File: config.mk
export PLATFORM = sky130hd
export DESIGN_NAME = lcg_stim_gen
export DESIGN_NICKNAME = d
export VERILOG_FILES = /design/src/rtl/lcg_stim_gen.sv
export SDC_FILE = /design/constraint.sdc
export NUM_CORES = 2
export LEC_CHECK = 0
export CAP_MARGIN = 25
export CORE_MARGIN = 3
export CORE_UTILIZATION = 40
export CTS_CLUSTER_SIZE = 20
export DETAILED_ROUTE_END_ITERATION = 7
export GPL_TIMING_DRIVEN = 0
export SYNTH_ARGS = -nofsm -noshare
export SYNTH_HDL_FRONTEND = slang
export SYNTH_SLANG_ARGS = --single-unit
File: constraint.sdc
create_clock -name clk -period 26.3 [get_ports clk]
set_clock_uncertainty 0.2 [all_clocks]
set_input_delay 5.26 -clock clk [delete_from_list [all_inputs] [get_ports clk]]
set_output_delay 5.26 -clock clk [all_outputs]
set_load 0.01 [all_outputs]
File: src/rtl/lcg_stim_gen.sv
// lcg_stim_gen: expands a 32-bit seed into wide stimulus frames and folds
// DUT responses into a 32-bit rotating signature.
//
// state  | meaning
// IDLE   | waiting for start after reset
// FILL   | building one frame, one 32-bit word per cycle into the shadow
// APPLY  | frame presented on stim, response folded into signature
// DONE   | run complete, results held until the next start
module lcg_stim_gen #(
   parameter int IN_W  = 260,
   parameter int OUT_W = 330,
   parameter int CNT_W = 32
) (
   input  logic             clk,
   input  logic             rst,
   input  logic             start,
   input  logic [31:0]      seed,
   input  logic [CNT_W-1:0] cycles,
   input  logic [1:0]       mode,
   input  logic [OUT_W-1:0] resp,
   output logic [IN_W-1:0]  stim,
   output logic             stim_valid,
   output logic             busy,
   output logic             done,
   output logic [CNT_W-1:0] cyc_cnt,
   output logic [31:0]      signature
);

   localparam int L     = (IN_W + 31) / 32;
   localparam int OL    = (OUT_W + 31) / 32;
   localparam int IDX_W = (L > 1) ? $clog2(L) : 1;
   localparam int BP_W  = (IN_W > 1) ? $clog2(IN_W) : 1;

   typedef enum logic [1:0] {
      ST_IDLE,
      ST_FILL,
      ST_APPLY,
      ST_DONE
   } state_t;

   state_t           r_state;
   state_t           w_next;
   logic [31:0]      r_rng;
   logic [CNT_W-1:0] r_cycles;
   logic [1:0]       r_mode;
   logic [IDX_W-1:0] r_widx;
   logic [BP_W-1:0]  r_bitpos;
   logic [IN_W-1:0]  r_shadow;
   logic [IN_W-1:0]  r_stim;
   logic [CNT_W-1:0] r_cyc_cnt;
   logic [31:0]      r_sig;

   logic             w_start_ok;
   logic             w_last_word;
   logic             w_last_frame;
   logic             w_lcg_mode;
   logic [31:0]      w_rng_step;
   logic [IN_W-1:0]  w_pat;
   logic [IN_W-1:0]  w_shadow_nxt;
   logic [32*OL-1:0] w_resp_pad;
   logic [31:0]      w_fold;

   function automatic logic [31:0] lcg_step(input logic [31:0] s);
      return s * 32'h41C64E6D + 32'h3039;
   endfunction

   assign w_start_ok   = start && ((r_state == ST_IDLE) || (r_state == ST_DONE));
   assign w_last_word  = (r_widx == IDX_W'(L - 1));
   assign w_last_frame = ((r_cyc_cnt + CNT_W'(1)) == r_cycles);
   // Mode 3 is an unused encoding and behaves like the LCG mode.
   assign w_lcg_mode   = (r_mode == 2'd0) || (r_mode == 2'd3);
   assign w_rng_step   = lcg_step(r_rng);

   // Whole-frame pattern for the deterministic modes; frame index is cyc_cnt.
   always_comb begin
      w_pat = '0;
      if (r_mode == 2'd1) begin
         w_pat[r_bitpos] = 1'b1;
      end else if (r_mode == 2'd2) begin
         if (r_cyc_cnt[0]) w_pat = '1;
      end
   end

   // Shadow with the current word merged in; stim loads from this on the
   // last FILL edge so the final word is not a cycle late.
   always_comb begin
      w_shadow_nxt = r_shadow;
      for (int i = 0; i < IN_W; i++) begin
         if (IDX_W'(i / 32) == r_widx) begin
            w_shadow_nxt[i] = w_lcg_mode ? w_rng_step[i % 32] : w_pat[i];
         end
      end
   end

   // XOR of the zero-padded 32-bit chunks of the response.
   always_comb begin
      w_resp_pad = '0;
      w_resp_pad[OUT_W-1:0] = resp;
      w_fold = '0;
      for (int j = 0; j < OL; j++) begin
         w_fold = w_fold ^ w_resp_pad[j*32 +: 32];
      end
   end

   // State register.
   always_ff @(posedge clk or posedge rst) begin
      if (rst) r_state <= ST_IDLE;
      else     r_state <= w_next;
   end

   // Next-state decode.
   always_comb begin
      w_next = r_state;
      case (r_state)
         ST_IDLE, ST_DONE: begin
            if (w_start_ok) w_next = (cycles == '0) ? ST_DONE : ST_FILL;
         end
         ST_FILL: begin
            if (w_last_word) w_next = ST_APPLY;
         end
         ST_APPLY: begin
            w_next = w_last_frame ? ST_DONE : ST_FILL;
         end
         default: w_next = ST_IDLE;
      endcase
   end

   // Run configuration, frame build, stim, counter and signature.
   always_ff @(posedge clk or posedge rst) begin
      if (rst) begin
         r_rng     <= '0;
         r_cycles  <= '0;
         r_mode    <= '0;
         r_widx    <= '0;
         r_bitpos  <= '0;
         r_shadow  <= '0;
         r_stim    <= '0;
         r_cyc_cnt <= '0;
         r_sig     <= '0;
      end else begin
         case (r_state)
            ST_IDLE, ST_DONE: begin
               if (w_start_ok) begin
                  r_rng     <= seed;
                  r_cycles  <= cycles;
                  r_mode    <= mode;
                  r_widx    <= '0;
                  r_bitpos  <= '0;
                  r_cyc_cnt <= '0;
                  r_sig     <= '0;
               end
            end
            ST_FILL: begin
               r_shadow <= w_shadow_nxt;
               if (w_lcg_mode) r_rng <= w_rng_step;
               if (w_last_word) begin
                  r_widx <= '0;
                  r_stim <= w_shadow_nxt;
               end else begin
                  r_widx <= r_widx + IDX_W'(1);
               end
            end
            ST_APPLY: begin
               r_sig     <= {r_sig[30:0], r_sig[31]} ^ w_fold;
               r_cyc_cnt <= r_cyc_cnt + CNT_W'(1);
               if (r_bitpos == BP_W'(IN_W - 1)) r_bitpos <= '0;
               else                              r_bitpos <= r_bitpos + BP_W'(1);
            end
            default: ;
         endcase
      end
   end

   assign stim       = r_stim;
   assign stim_valid = (r_state == ST_APPLY);
   assign busy       = (r_state == ST_FILL) || (r_state == ST_APPLY);
   assign done       = (r_state == ST_DONE);
   assign cyc_cnt    = r_cyc_cnt;
   assign signature  = r_sig;

endmodule

Routing congestion:
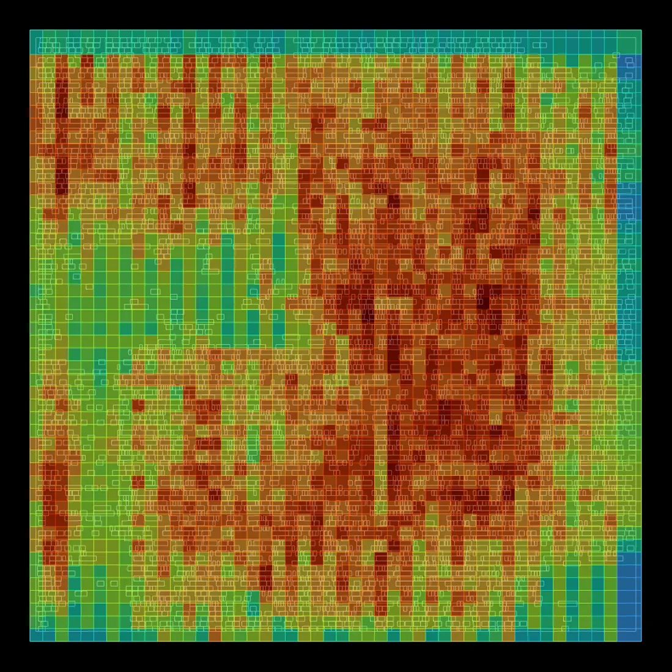
GR Util met3: 0.0804
fin util: 0.524

Cell area per tile:
The die is cut into 33 by 33 equal tiles; white is low, dark blue is high, 0 to 100% covered.
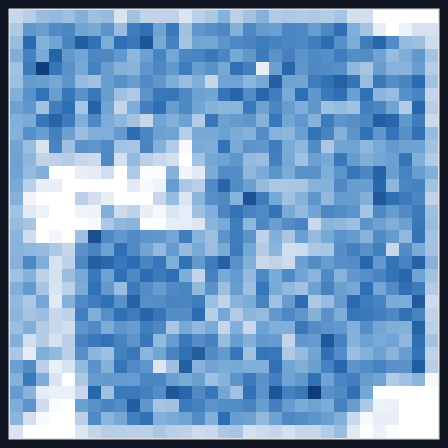
nearly empty tiles = 5.1%
tiles over 75% full = 4.9%
fullest tile = 95%
mean over tiles = 48%
emptiest ninth of the die = left middle
Core Area: 104000 sq um
Init Core Util: 0.405

Routed metal, one color a layer:
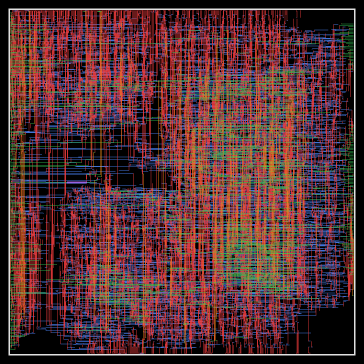
green -> M3  # wire length 17000 um
orange -> M4  # wire length 10800 um
red -> M2  # wire length 88.6 mm
blue -> M1  # wire length 69.2 mm
purple -> M5  # wire length 17.5 um
global-route usage over all layers: 0.333
final wirelength: 186000 um
routed length per instance: 26.8 um
via count: 38400

Metal 2:
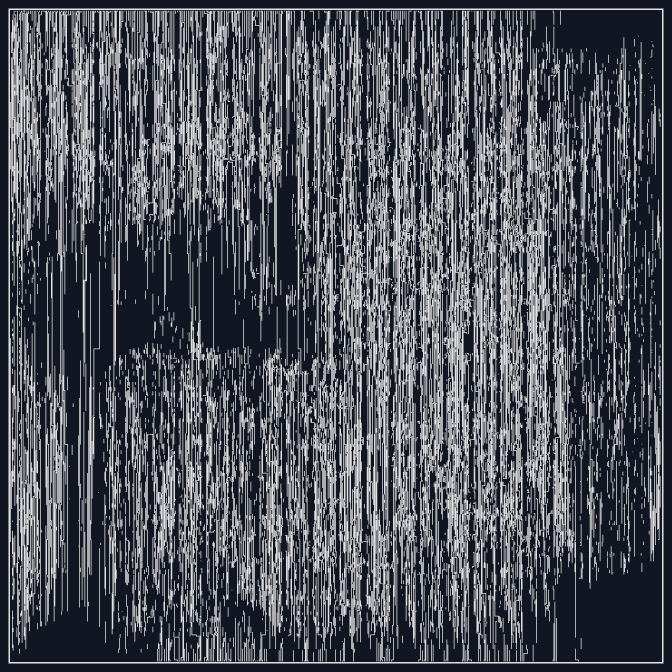
wire length on this layer = 88.6 mm
longest straight run = 236 um
share of all routed wire = 48%
met2 usage: 0.554

-- layer usage --
layer	global-route usage	vias up	share of wire
li1	-	17100	-
met1	0.404	18900	0.37
met2	0.554	2022	0.48
met3	0.0804	406	0.091
met4	0.165	2	0.058
met5	0	-	0.000092
-- cells in the final DEF (no fill, tap or decap), types with 79 or more instances in the layout --
cell type | Yosys | final
clkdlybuf4s50_1 | 0 | 725
nand2_1 | 678 | 678
dfrtp_1 | 661 | 661
inv_1 | 428 | 427
a21oi_1 | 417 | 417
o21ai_0 | 389 | 389
xnor2_1 | 363 | 363
nor2_1 | 298 | 284
clkbuf_1 | 245 | 259
ha_1 | 221 | 221
fa_1 | 187 | 187
o31ai_1 | 143 | 143
xor2_1 | 88 | 88
nor3_1 | 91 | 87
clkbuf_16 | 0 | 79
-- registers in the layout (all words and copies together) (netlist names) --
name,cells
r_bitpos,9
stim,260
r_mode,2
r_state,2
cyc_cnt,32
signature,32
r_rng,32
r_widx,4
r_cycles,32
r_shadow,256
-- layout make-up --
| class | count | area (sq um) |
|---|---|---|
| flip-flops and latches | 661 | 16500 |
| fillers | 9943 | 49600 |
| clock inverters | 25 | 384 |
| diodes | 8 | 20.0 |
| inverters | 428 | 1610 |
| well taps | 1380 | 1730 |
| clock buffers | 112 | 2290 |
| multi-input cells | 3279 | 23000 |
| repair buffers | 770 | 7900 |
| plain buffers | 268 | 1030 |
==> out/metrics.yaml <==
die_area_sq_um: 109000
worst_setup_path_start_kind: "flip-flop"
postCtsSetupBuffers: 0
ys_area_sq_um: 42100
path_delay_family: "adder cells"
top_area_frac: 0.393
aoi_share: 0.152
final-hold-violation-count: 0
die_w_um: 331
preCtsSetupSlack_ns: 17.53
syn_nets: 5443
r2r_end: "stim[241]$_DFFE_PP0P_"
finalCriticalPeriod_ns: 8.92
grt_pass1_vias: 37600
rr_worst_depth: 26
timing.slew.headroom: 0.180
cts_inserted_buffers: 77
r2r-start: "r_rng[0]$_DFFE_PP0P_"
whs_path_depth: 2
gp_congestion: 0.993
cp_max_fo: 11
synthTopCellsByArea: "dfrtp_1 39%, fa_1 8.9%, xnor2_1 7.5%, ha_1 6.6%, nand2_1 6.0%"
crit_end: "stim[241]$_DFFE_PP0P_"
cp.depth: 26
nNetsFinal: 6292
tns_ns: 0
tritoncts: "done"
top_logic_kind: "adder cells"
critical_path_class: "flip-flop to flip-flop"
die_y_um: 331
worstSetupStartpoint: "r_rng[0]$_DFFE_PP0P_"
design_area_sq_um: 54500
ctsHoldBuffers: 0
netlist_instances: 4636
synth.distinct_cells: 75
slowest_delay_ns: 0.81
outcome: "complete, no violations"
crit_buf_inv: 9
clock_latency_ns: 0.68
placed_cells: 6782
clk_pin_slew_ns: 0.06
hpwl_um: 148000
final_cell_count_no_fill: 6931
edf_count: 0
port_buffers: 725
numSynthFlops: 661
min_to: "stim[50]$_DFFE_PP0P_"
netlist_area_sq_um: 42100
cts_root_buffer: "clkbuf_16"
ant_nets: 0
grt_pass1_wl_um: 262000
whs_ns: 0.275
dr.pass1.iters: 8
ys_sh_simple: 0.122
clock_path_buffers: 3
warnings: 61
rsz0062_at_grt: "false"
final_max_slew_viol_count: 0
mux_area_frac: 0.0223
